`src/rtl/uart_to_ram_pkg.sv`:
```
// Shared definitions for the UART receive-to-RAM path.
//   BYTE_LEN           : width of one UART data byte / RAM word
//   PACKET_BUFFER_SIZE : default depth of the packet BRAM in bytes
//   TIMER_W            : width of the bit-period down counter
//   clog2()            : elaboration-time ceiling log2 for address widths
//   xfer_state_t       : transfer FSM states kept in uart_to_ram
//   rx_state_t         : byte-level receiver states kept in uart_rx_byte
// Optional build macro: UART_TO_RAM_PARITY_EN adds the RX_PARITY state (8E1 frames).
package uart_to_ram_pkg;

  localparam int BYTE_LEN           = 8;
  localparam int PACKET_BUFFER_SIZE = 2048;
  localparam int TIMER_W            = 16;

  function automatic int clog2(input int value);
    int r;
    int v;
    r = 0;
    v = value - 1;
    while (v > 0) begin
      r = r + 1;
      v = v >> 1;
    end
    return r;
  endfunction

  typedef enum logic [1:0] {
    IDLE,
    WAIT_START,
    WAIT_IDLE
  } xfer_state_t;

`ifdef UART_TO_RAM_PARITY_EN
  typedef enum logic [2:0] {
    RX_IDLE,
    RX_START,
    RX_DATA,
    RX_PARITY,
    RX_STOP
  } rx_state_t;
`else
  typedef enum logic [2:0] {
    RX_IDLE,
    RX_START,
    RX_DATA,
    RX_STOP
  } rx_state_t;
`endif

endpackage

```
`src/rtl/uart_rx_byte.sv`:
```
// UART byte receiver: 2-flop synchroniser, bit timer and START/DATA/STOP
// sequencing (plus PARITY when UART_TO_RAM_PARITY_EN is defined, 8E1 frames).
// Ports:
//   clk, reset_n : clock, synchronous active-low reset
//   arm          : a falling edge on the synchronised line starts a frame only while high
//   rxd          : asynchronous UART line, idle high
//   rxd_sync     : synchronised line level
//   rx_data      : last received byte (stable after byte_valid)
//   byte_valid   : one-cycle pulse, good stop bit received
//   frame_err    : one-cycle pulse, stop bit low or parity mismatch
module uart_rx_byte
  import uart_to_ram_pkg::*;
#(
  parameter int CLKS_PER_BIT = 434
) (
  input  logic                clk,
  input  logic                reset_n,
  input  logic                arm,
  input  logic                rxd,
  output logic                rxd_sync,
  output logic [BYTE_LEN-1:0] rx_data,
  output logic                byte_valid,
  output logic                frame_err
);

  localparam logic [TIMER_W-1:0] HALF_BIT = TIMER_W'(CLKS_PER_BIT / 2);
  localparam logic [TIMER_W-1:0] FULL_BIT = TIMER_W'(CLKS_PER_BIT - 1);

  logic                sync_p0, sync_p1, sync_prev;
  rx_state_t           state, state_d;
  logic [TIMER_W-1:0]  timer, timer_d;
  logic [2:0]          bit_cnt, bit_cnt_d;
  logic [BYTE_LEN-1:0] shift, shift_d;
  logic                valid_d, err_d;
  logic                fall, tick;

  assign rxd_sync = sync_p1;
  assign rx_data  = shift;
  assign fall     = sync_prev & ~sync_p1;
  assign tick     = (timer == '0);

  always_comb begin
    state_d   = state;
    timer_d   = timer;
    bit_cnt_d = bit_cnt;
    shift_d   = shift;
    valid_d   = 1'b0;
    err_d     = 1'b0;
    case (state)
      RX_IDLE: begin
        if (arm && fall) begin
          state_d = RX_START;
          timer_d = HALF_BIT;
        end
      end
      RX_START: begin
        if (!tick) begin
          timer_d = timer - 1'b1;
        end else if (!sync_p1) begin
          state_d   = RX_DATA;
          timer_d   = FULL_BIT;
          bit_cnt_d = '0;
        end else begin
          // line back high at mid start bit: glitch, re-arm
          state_d = RX_IDLE;
        end
      end
      RX_DATA: begin
        if (!tick) begin
          timer_d = timer - 1'b1;
        end else begin
          shift_d   = {sync_p1, shift[BYTE_LEN-1:1]};
          timer_d   = FULL_BIT;
          bit_cnt_d = bit_cnt + 1'b1;
          if (bit_cnt == 3'd7) begin
`ifdef UART_TO_RAM_PARITY_EN
            state_d = RX_PARITY;
`else
            state_d = RX_STOP;
`endif
          end
        end
      end
`ifdef UART_TO_RAM_PARITY_EN
      RX_PARITY: begin
        if (!tick) begin
          timer_d = timer - 1'b1;
        end else if (sync_p1 != (^shift)) begin
          err_d   = 1'b1;
          state_d = RX_IDLE;
        end else begin
          timer_d = FULL_BIT;
          state_d = RX_STOP;
        end
      end
`endif
      RX_STOP: begin
        if (!tick) begin
          timer_d = timer - 1'b1;
        end else begin
          valid_d = sync_p1;
          err_d   = ~sync_p1;
          state_d = RX_IDLE;
        end
      end
      default: state_d = RX_IDLE;
    endcase
  end

  // stage p0/p1: line synchroniser and control registers
  always_ff @(posedge clk) begin
    if (!reset_n) begin
      sync_p0    <= 1'b1;
      sync_p1    <= 1'b1;
      sync_prev  <= 1'b1;
      state      <= RX_IDLE;
      timer      <= '0;
      bit_cnt    <= '0;
      byte_valid <= 1'b0;
      frame_err  <= 1'b0;
    end else begin
      sync_p0    <= rxd;
      sync_p1    <= sync_p0;
      sync_prev  <= sync_p1;
      state      <= state_d;
      timer      <= timer_d;
      bit_cnt    <= bit_cnt_d;
      byte_valid <= valid_d;
      frame_err  <= err_d;
    end
  end

  always_ff @(posedge clk) begin
    shift <= shift_d;
  end

endmodule

```
`src/rtl/uart_to_ram.sv`:
```
// Receives UART bytes from the host and writes them to packet BRAM at
// consecutive addresses, wrapping modulo 2^AW.
// Optional build macro: UART_TO_RAM_PARITY_EN selects 8E1 framing (default 8N1).
// Ports:
//   clk, reset_n          : clock, synchronous active-low reset
//   start                 : pulse, arms a transfer (ignored while busy)
//   write_start/write_end : first address / one past last (equal = full buffer)
//   rxd                   : asynchronous UART line
//   ram_write_enable/addr/val : bram_driver write port
//   busy, done            : transfer in progress / last byte written pulse
//   frame_err             : sticky framing or parity error, cleared on start
module uart_to_ram
  import uart_to_ram_pkg::*;
#(
  parameter  int RAM_SIZE = PACKET_BUFFER_SIZE,
  parameter  int CLK_FREQ = 50000000,
  parameter  int BAUD     = 115200,
  localparam int AW       = clog2(RAM_SIZE)
) (
  input  logic                clk,
  input  logic                reset_n,
  input  logic                start,
  input  logic [AW-1:0]       write_start,
  input  logic [AW-1:0]       write_end,
  input  logic                rxd,
  output logic                ram_write_enable,
  output logic [AW-1:0]       ram_write_addr,
  output logic [BYTE_LEN-1:0] ram_write_val,
  output logic                busy,
  output logic                done,
  output logic                frame_err
);

  localparam int CLKS_PER_BIT = CLK_FREQ / BAUD;

  xfer_state_t         state, state_d;
  logic [AW-1:0]       curr_addr, end_addr, addr_d, next_addr;
  logic                rxd_sync, byte_valid, rx_err, err_set;
  logic [BYTE_LEN-1:0] rx_data;

  uart_rx_byte #(.CLKS_PER_BIT(CLKS_PER_BIT)) u_rx (
    .clk       (clk),
    .reset_n   (reset_n),
    .arm       (state == WAIT_START),
    .rxd       (rxd),
    .rxd_sync  (rxd_sync),
    .rx_data   (rx_data),
    .byte_valid(byte_valid),
    .frame_err (rx_err)
  );

  assign next_addr      = curr_addr + AW'(1);
  assign busy           = (state != IDLE);
  assign ram_write_addr = curr_addr;
  assign ram_write_val  = ram_write_enable ? rx_data : '0;

  always_comb begin
    state_d          = state;
    addr_d           = curr_addr;
    ram_write_enable = 1'b0;
    done             = 1'b0;
    err_set          = 1'b0;
    case (state)
      IDLE: begin
        if (start) state_d = WAIT_START;
      end
      WAIT_START: begin
        if (byte_valid) begin
          ram_write_enable = 1'b1;
          addr_d           = next_addr;
          // compared after increment so write_start == write_end covers the whole RAM
          if (next_addr == end_addr) begin
            done    = 1'b1;
            state_d = IDLE;
          end
        end else if (rx_err) begin
          err_set = 1'b1;
          state_d = WAIT_IDLE;
        end
      end
      WAIT_IDLE: begin
        if (rxd_sync) state_d = WAIT_START;
      end
      default: state_d = IDLE;
    endcase
  end

  // stage p0: transfer state, address and sticky error
  always_ff @(posedge clk) begin
    if (!reset_n) begin
      state     <= IDLE;
      curr_addr <= '0;
      end_addr  <= '0;
      frame_err <= 1'b0;
    end else begin
      state     <= state_d;
      curr_addr <= addr_d;
      if (state == IDLE && start) begin
        curr_addr <= write_start;
        end_addr  <= write_end;
        frame_err <= 1'b0;
      end else if (err_set) begin
        frame_err <= 1'b1;
      end
    end
  end

endmodule

```
`config.mk`:
```
export PLATFORM = sky130hd
export DESIGN_NAME = uart_to_ram
export DESIGN_NICKNAME = d
export VERILOG_FILES = /design/src/rtl/uart_to_ram_pkg.sv /design/src/rtl/uart_rx_byte.sv /design/src/rtl/uart_to_ram.sv
export SDC_FILE = /design/constraint.sdc
export NUM_CORES = 1
export LEC_CHECK = 0
export ABC_CLOCK_PERIOD_IN_PS = 2400
export CORE_MARGIN = 1.5
export CORE_UTILIZATION = 45
export CTS_BUF_LIST = sky130_fd_sc_hd__clkbuf_8 sky130_fd_sc_hd__clkbuf_16
export DETAILED_ROUTE_END_ITERATION = 7
export GPL_ROUTABILITY_DRIVEN = 1
export PLACE_DENSITY = 0.71
export SLEW_MARGIN = 20
export SYNTH_ARGS = -nofsm -noshare
export SYNTH_HDL_FRONTEND = slang
export SYNTH_SLANG_ARGS = --single-unit
export TNS_END_PERCENT = 10
```
`constraint.sdc`:
```
create_clock -name clk -period 2.4 [get_ports clk]
set_input_delay 0.48 -clock clk [delete_from_list [all_inputs] [get_ports clk]]
set_output_delay 0.48 -clock clk [all_outputs]
set_load 0.01 [all_outputs]
```
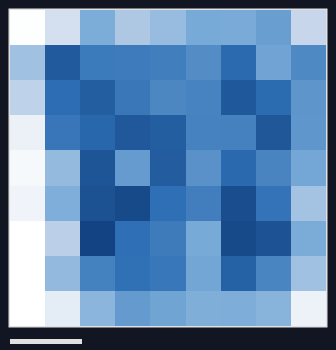
Fig. 1. Cell density map (run 1).
Bar = 20 um. The die is cut into 9 by 9 equal tiles; white is low, dark blue is high, 0 to 100% covered.
fullest tile: 92%
emptiest ninth of the die: south-west
nearly empty tiles: 4.9%
mean over tiles: 56%
densest ninth of the die: center
tiles over 75% full: 25%

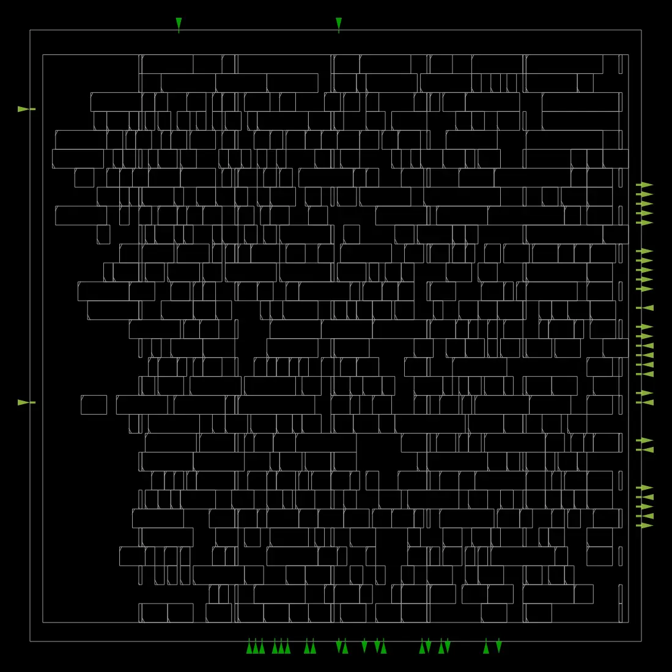
Fig. 2. Placed standard cells (run 1).
# fillers: 591
registers: 59
FP Rows: 30
flop share of the area: 0.2859

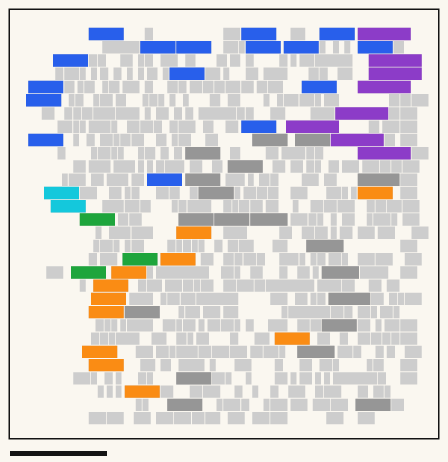
Fig. 3. Register map, names as in the netlist (run 1).
Bar = 20 um. Other sequential cells in the stronger gray, the rest of the logic in the fainter gray.
| color | netlist name | flops |
|---|---|---|
| blue | u_rx.timer | 16 |
| purple | u_rx.rx_data | 8 |
| green | u_rx.bit_cnt | 3 |
| orange | end_addr | 11 |
| cyan | u_rx.state | 2 |
not colored: 19

run 1: registers in the layout (all words and copies together) (netlist names):
name,count
u_rx.state,2
ram_write_addr,11
u_rx.rx_data,8
end_addr,11
u_rx.sync_prev,1
state,2
u_rx.sync_p0,1
u_rx.byte_valid,1
u_rx.rxd_sync,1
u_rx.bit_cnt,3
u_rx.frame_err,1
frame_err,1
u_rx.timer,16
run 1: final timing paths:
kind                                  start                    endpoint  slack, ns  cells after the start
max          ram_write_addr[1]$_SDFFE_PN0P_                        done      -0.21                      7
min               u_rx.rx_data[1]$_DFFE_PP_   u_rx.rx_data[0]$_DFFE_PP_       0.44                      0
max reg2reg      u_rx.timer[0]$_SDFFE_PN0P_  u_rx.timer[3]$_SDFFE_PN0P_       0.30                      8
min reg2reg       u_rx.rx_data[1]$_DFFE_PP_   u_rx.rx_data[0]$_DFFE_PP_       0.44                      0
run 1: timing repair:
| action | CTS | global route |
|---|---|---|
| buffers inserted | 4 | 1 |
| gates resized | 24 | 5 |
| setup endpoints to repair | 9 | 10 |
| pin swaps | 5 | 2 |
run 1: Yosys cell counts, types with 5 or more instances:
cell type  count  share of area
inv_1         13          0.015
nand4_1        5         0.0096
nor3_1         9          0.014
nand2b_1       8          0.015
and2_1         9          0.017
xnor2_1        7          0.019
a31oi_1        5         0.0096
nor2_1        45          0.052
clkbuf_1      12          0.014
xor2_1        10          0.027
nand2_1       44          0.051
a222oi_1       7          0.022
buf_2          7          0.011
a21oi_1       34          0.052
o21ai_0       16          0.025
dfxtp_1       51           0.31
ha_1           9          0.035
edfxtp_1       8          0.074
nand3_1        8          0.012
run 1: per-stage QoR:
step | hold WS (ns) | std cells | TNS, ns | utilization
5_1_grt | 0.4663 | 582 | -1.748 | 0.6486
3_5_place_dp | 0.4317 | 561 | -0.5047 | 0.6026
6_report | 0.4413 | 582 | -0.6962 | 0.6486
4_1_cts | 0.4470 | 581 | -0.9025 | 0.6437
2_1_floorplan | 0.3863 | 386 | 0 | -
3_3_place_gp | 0.4183 | 561 | -0.4343 | 0.6026
run 1: layer usage:
| metal | vias to the layer above | wire length [um] | GRT usage |
|---|---|---|---|
| li1 | 1587 | - | - |
| met1 | 1505 | 4398 | 0.3370 |
| met2 | 94 | 4004 | 0.3810 |
| met3 | 11 | 411 | 0.04147 |
| met4 | 0 | 114 | 0.09957 |
| met5 | - | 0 | 0 |
run 1: area by class of cell:
class                   count  share of cell area
flip-flops and latches     59              0.2859
clock inverters             7             0.01320
multi-input cells         294              0.4341
clock buffers               9             0.02780
well taps                  96             0.02696
inverters                  13             0.01095
repair buffers            104              0.2011
run 1: power by group:
group | switching (mW) | internal (mW) | total, mW
Sequential | 0.176 | 1.13 | 1.31
Combinational | 1.12 | 0.855 | 1.97
Clock | 0.398 | 0.465 | 0.863
run 1: kinds of logic after synthesis:
family	count (synthesis)
xor gates and xnor gates	18
AOI/OAI and AO/OA	92
muxes	4
and+or+nand+nor	170
adders and majority gates	10
DFF	59
buffers and inverters	33
==> flow_summary.json, run 1 <==
{
  "status": "complete, but fails checks",
  "violations": "setup timing",
  "rsz0062_at_grt": "true",
  "grtUsageTotal": 0.2448,
  "syn-num-nets": 421,
  "clockBufferDepth": 2,
  "ys_sh_simple": 0.2814,
  "logic_area_sq_mm": 0.001934,
  "crit_family": "simple AND/OR/NAND/NOR gates",
  "ir_worst_vdd_uv": 774.4,
  "logic_family": "simple AND/OR/NAND/NOR gates",
  "ff_type": "dfxtp_1",
  "worst_slack_ns": -0.2105,
  "path_clk_slew_ns": 0.07,
  "synthCells": 386,
  "fmax_mhz": 383.1,
  "avgSynthCellArea_sq_um": 8.399,
  "antenna_found_initial": 0,
  "hp-class": "flip-flop to flip-flop",
  "synthMuxAreaShare": 0.01235,
  "wl_um": 8928,
  "synthXorXnorAreaFrac": 0.05326,
  "synth_flop_count": 59,
  "pre_cts_slack_ns": -0.5047,
  "cp-end-kind": "output pin",
  "start_kind": "flip-flop",
  "syn2layout_area_growth_pct": 37.44,
  "root_buffer": "clkbuf_8",
  "slew_headroom": 0.6769,
  "ys_types": 60,
  "cp.arrival_ns": 2.13,
  "drive_gt1_frac": 0.2058,
  "power.density_mw_per_mm2": 929.6,
  "grt_overflow": 0,
  "maxSlewViolCount": 0,
  "aoi_share": 0.1829,
  "drt-pass1-iter-count": 5,
  "layout_min_cycle_time_ns": 2.611,
  "cap_viol_max_count": 0,
  "cts_buffers": 9,
  "fp_util": 0.4719,
  "grt_pass1_wl_um": 14630,
  "core_sq_mm": 0.006869,
  "warnings": 32,
  "io_pins": 49,
  "power.total_mw": 4.142,
  "slowest_delay_ns": 0.37,
  "io_buffer_count": 48,
  "yosys_warnings": 0,
  "worst_slew_pin_slew_ns": 0.4820,
  "setup_viol": 9,
  "finalClockSkew_ns": 0.006091,
  "synth-adder-area-share": 0.03782,
  "crit_chain": "ha_4, xnor2_2, nand2_2, a2111oi_4, and3_1, nor4b_4, buf_2",
  "cts_hold_buf": 0,
  "worst_ep_required_time_ns": 1.92,
  "dieHeight_um": 87.88,
  "clk_latency_ns": 0.33,
  "crit_fanout": 4,
  "yosys-stat-area_sq_mm": 0.003242,
  "edf_count": 8
}
## Run 2: what changed since run 1
- REMOVE_ABC_BUFFERS: default -> 1
- SLEW_MARGIN: 20 -> 5
==> flow_summary.json, run 2 <==
{
  "status": "complete, but fails checks",
  "violations": "setup timing",
  "grtUsageTotal": 0.2464,
  "cts_hold_buf": 0,
  "worst_slew_pin_slew_ns": 0.4499,
  "cp-end-kind": "output pin",
  "met1_usage": 0.3073,
  "setup_viol": 2,
  "maxSlewViolCount": 0,
  "hp-class": "flip-flop to flip-flop",
  "top_cell": "dfxtp_1",
  "antenna_found_initial": 0,
  "yosys-stat-area_sq_mm": 0.003242,
  "grt_overflow": 0,
  "drt-pass1-iter-count": 5,
  "core_sq_mm": 0.006869,
  "slew_headroom": 0.6985,
  "start_kind": "flip-flop",
  "root_buffer": "clkbuf_8",
  "dieHeight_um": 87.88,
  "ys_types": 60,
  "synthCells": 386,
  "clk_latency_ns": 0.34,
  "top_cell_area_share": 0.3149,
  "path_clk_slew_ns": 0.07,
  "worst_slack_ns": -0.2429,
  "rows": 30,
  "use_met2": 0.4080,
  "power.total_mw": 4.047,
  "yosys-top-cells-count": "dfxtp_1, nor2_1, nand2_1",
  "cp.arrival_ns": 2.16,
  "avgSynthCellArea_sq_um": 8.399,
  "grt-busiest-layer": "met2",
  "largest_reg_flops": 16,
  "worst-r2r-setup-slack_ns": 0.24
}
## run 2: cell count changes in the layout (fill, tap and decap cells not counted), sizes merged
cell           previous run  this run
buf                      57        53
clkdlybuf4s50            47        39
dlymetal6s2s              0         8
inv                      13        15
clkinv                    5         2
bufinv                    1         0
clkbuf                    9        11
## run 2: what timing repair did
item	CTS	global route
endpoints found under the setup margin	10	10
pin swaps	7	7
buffers inserted	3	2
gates resized	29	20
## run 2: area by class of cell
type | instances | area [sq um]
Multi-Input combinational cell | 294 | 1994
Clock inverter | 5 | 27.53
Sequential cell | 59 | 1276
Fill cell | 552 | 2354
Timing Repair Buffer | 100 | 897.1
Tap cell | 96 | 120.1
Inverter | 13 | 48.80
Clock buffer | 11 | 151.4
## run 2: power by group
part / internal, mW / switching, mW / leakage (nW) / total (mW)
Clock: 0.424 / 0.414 / 0.0968 / 0.838
Combinational: 0.801 / 1.09 / 1.32 / 1.89
Sequential: 1.13 / 0.183 / 0.491 / 1.31
Total: 2.36 / 1.69 / 1.91 / 4.05
## run 2: logic make-up (layout without fill, tap and decap cells)
family | after synthesis | count (layout) | share of synthesized area
simple gates | 170 | 170 | 0.2814
compound gates | 92 | 92 | 0.1829
flops | 59 | 59 | 0.3890
buf+inv | 33 | 129 | 0.04323
xor+xnor | 18 | 18 | 0.05326
fa+ha+maj | 10 | 10 | 0.03782
mux | 4 | 4 | 0.01235
## run 2: worst min-delay path by stage
stage / start / endpoint / cells past startpoint
floorplan: u_rx.sync_p0$_SDFF_PN1_ / u_rx.rxd_sync$_SDFF_PN1_ / 1
global placement: u_rx.sync_p0$_SDFF_PN1_ / u_rx.rxd_sync$_SDFF_PN1_ / 1
detailed placement: u_rx.sync_p0$_SDFF_PN1_ / u_rx.rxd_sync$_SDFF_PN1_ / 1
CTS: u_rx.sync_p0$_SDFF_PN1_ / u_rx.rxd_sync$_SDFF_PN1_ / 1
global route: u_rx.sync_p0$_SDFF_PN1_ / u_rx.rxd_sync$_SDFF_PN1_ / 1
finish: u_rx.sync_p0$_SDFF_PN1_ / u_rx.rxd_sync$_SDFF_PN1_ / 1
## run 2: worst max-delay path, stage by stage (launching register included)
cell       delay [ns]
dfxtp_4          0.37
buf_4            0.13
nand4_1          0.09
buf_4            0.17
buf_6            0.14
a2111oi_4        0.33
a211oi_2         0.11
nor4b_4          0.29
buf_2            0.18
## run 2: through the flow
step / hold WS (ns) / cell area [sq um] / cells
final: 0.4110 / 4516 / 578
after global routing: 0.4305 / 4516 / 578
after CTS: 0.4164 / 4424 / 576
after detailed placement: 0.3985 / 4109 / 557
after global placement: 0.3905 / 4109 / 557
after floorplan: 0.3863 / 3151 / 366
## run 2: routing by layer
metal	vias up	routed length, um
met4	0	174
met1	1494	4040
met3	20	509
li1	1576	-
met5	-	0
met2	98	4298
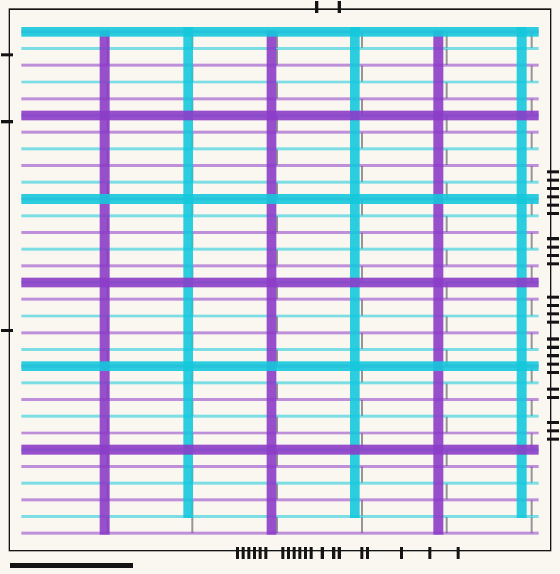
Fig. 4. Power grid (run 2).
Bar = 20 um. Pins as bars on the die edge. Tap cells in gray.
| color | net |
|---|---|
| purple | VSS |
| cyan | VDD |
met5 straps: 6
rows: 30
met4 straps: 6
tap cells: 96

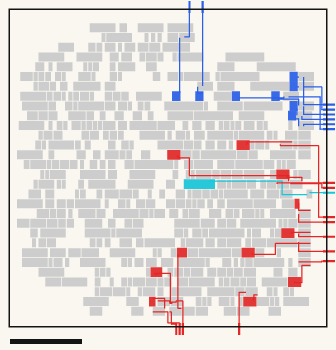
Fig. 5. Port wiring (run 2).
Bar = 20 um.
| color | port | direction | edge | end cells | wire |
|---|---|---|---|---|---|
| cyan | done | output | east | 1 | 35.0 um |
| red | write_start | input | 7 east, 4 south | 11 | 269 um |
| blue | ram_write_val | output | 6 east, 2 north | 8 | 139 um |
I/O pin cnt: 49
I/O Buffers: 48

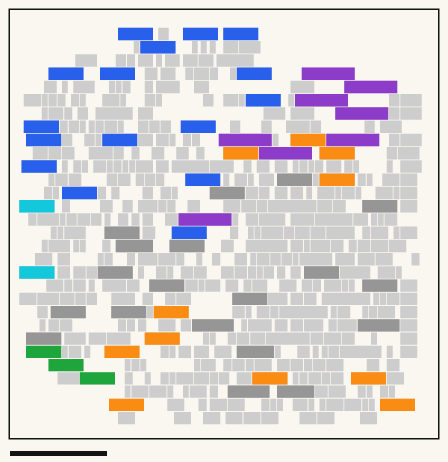
Fig. 6. Register map, names as in the netlist (run 2).
Bar = 20 um. Other sequential cells in the stronger gray, the rest of the logic in the fainter gray.
| color | netlist name | flops |
|---|---|---|
| green | u_rx.bit_cnt | 3 |
| orange | end_addr | 11 |
| blue | u_rx.timer | 16 |
| purple | u_rx.rx_data | 8 |
| cyan | u_rx.state | 2 |

No activity file was given, so power comes from the tool's default toggle rates.
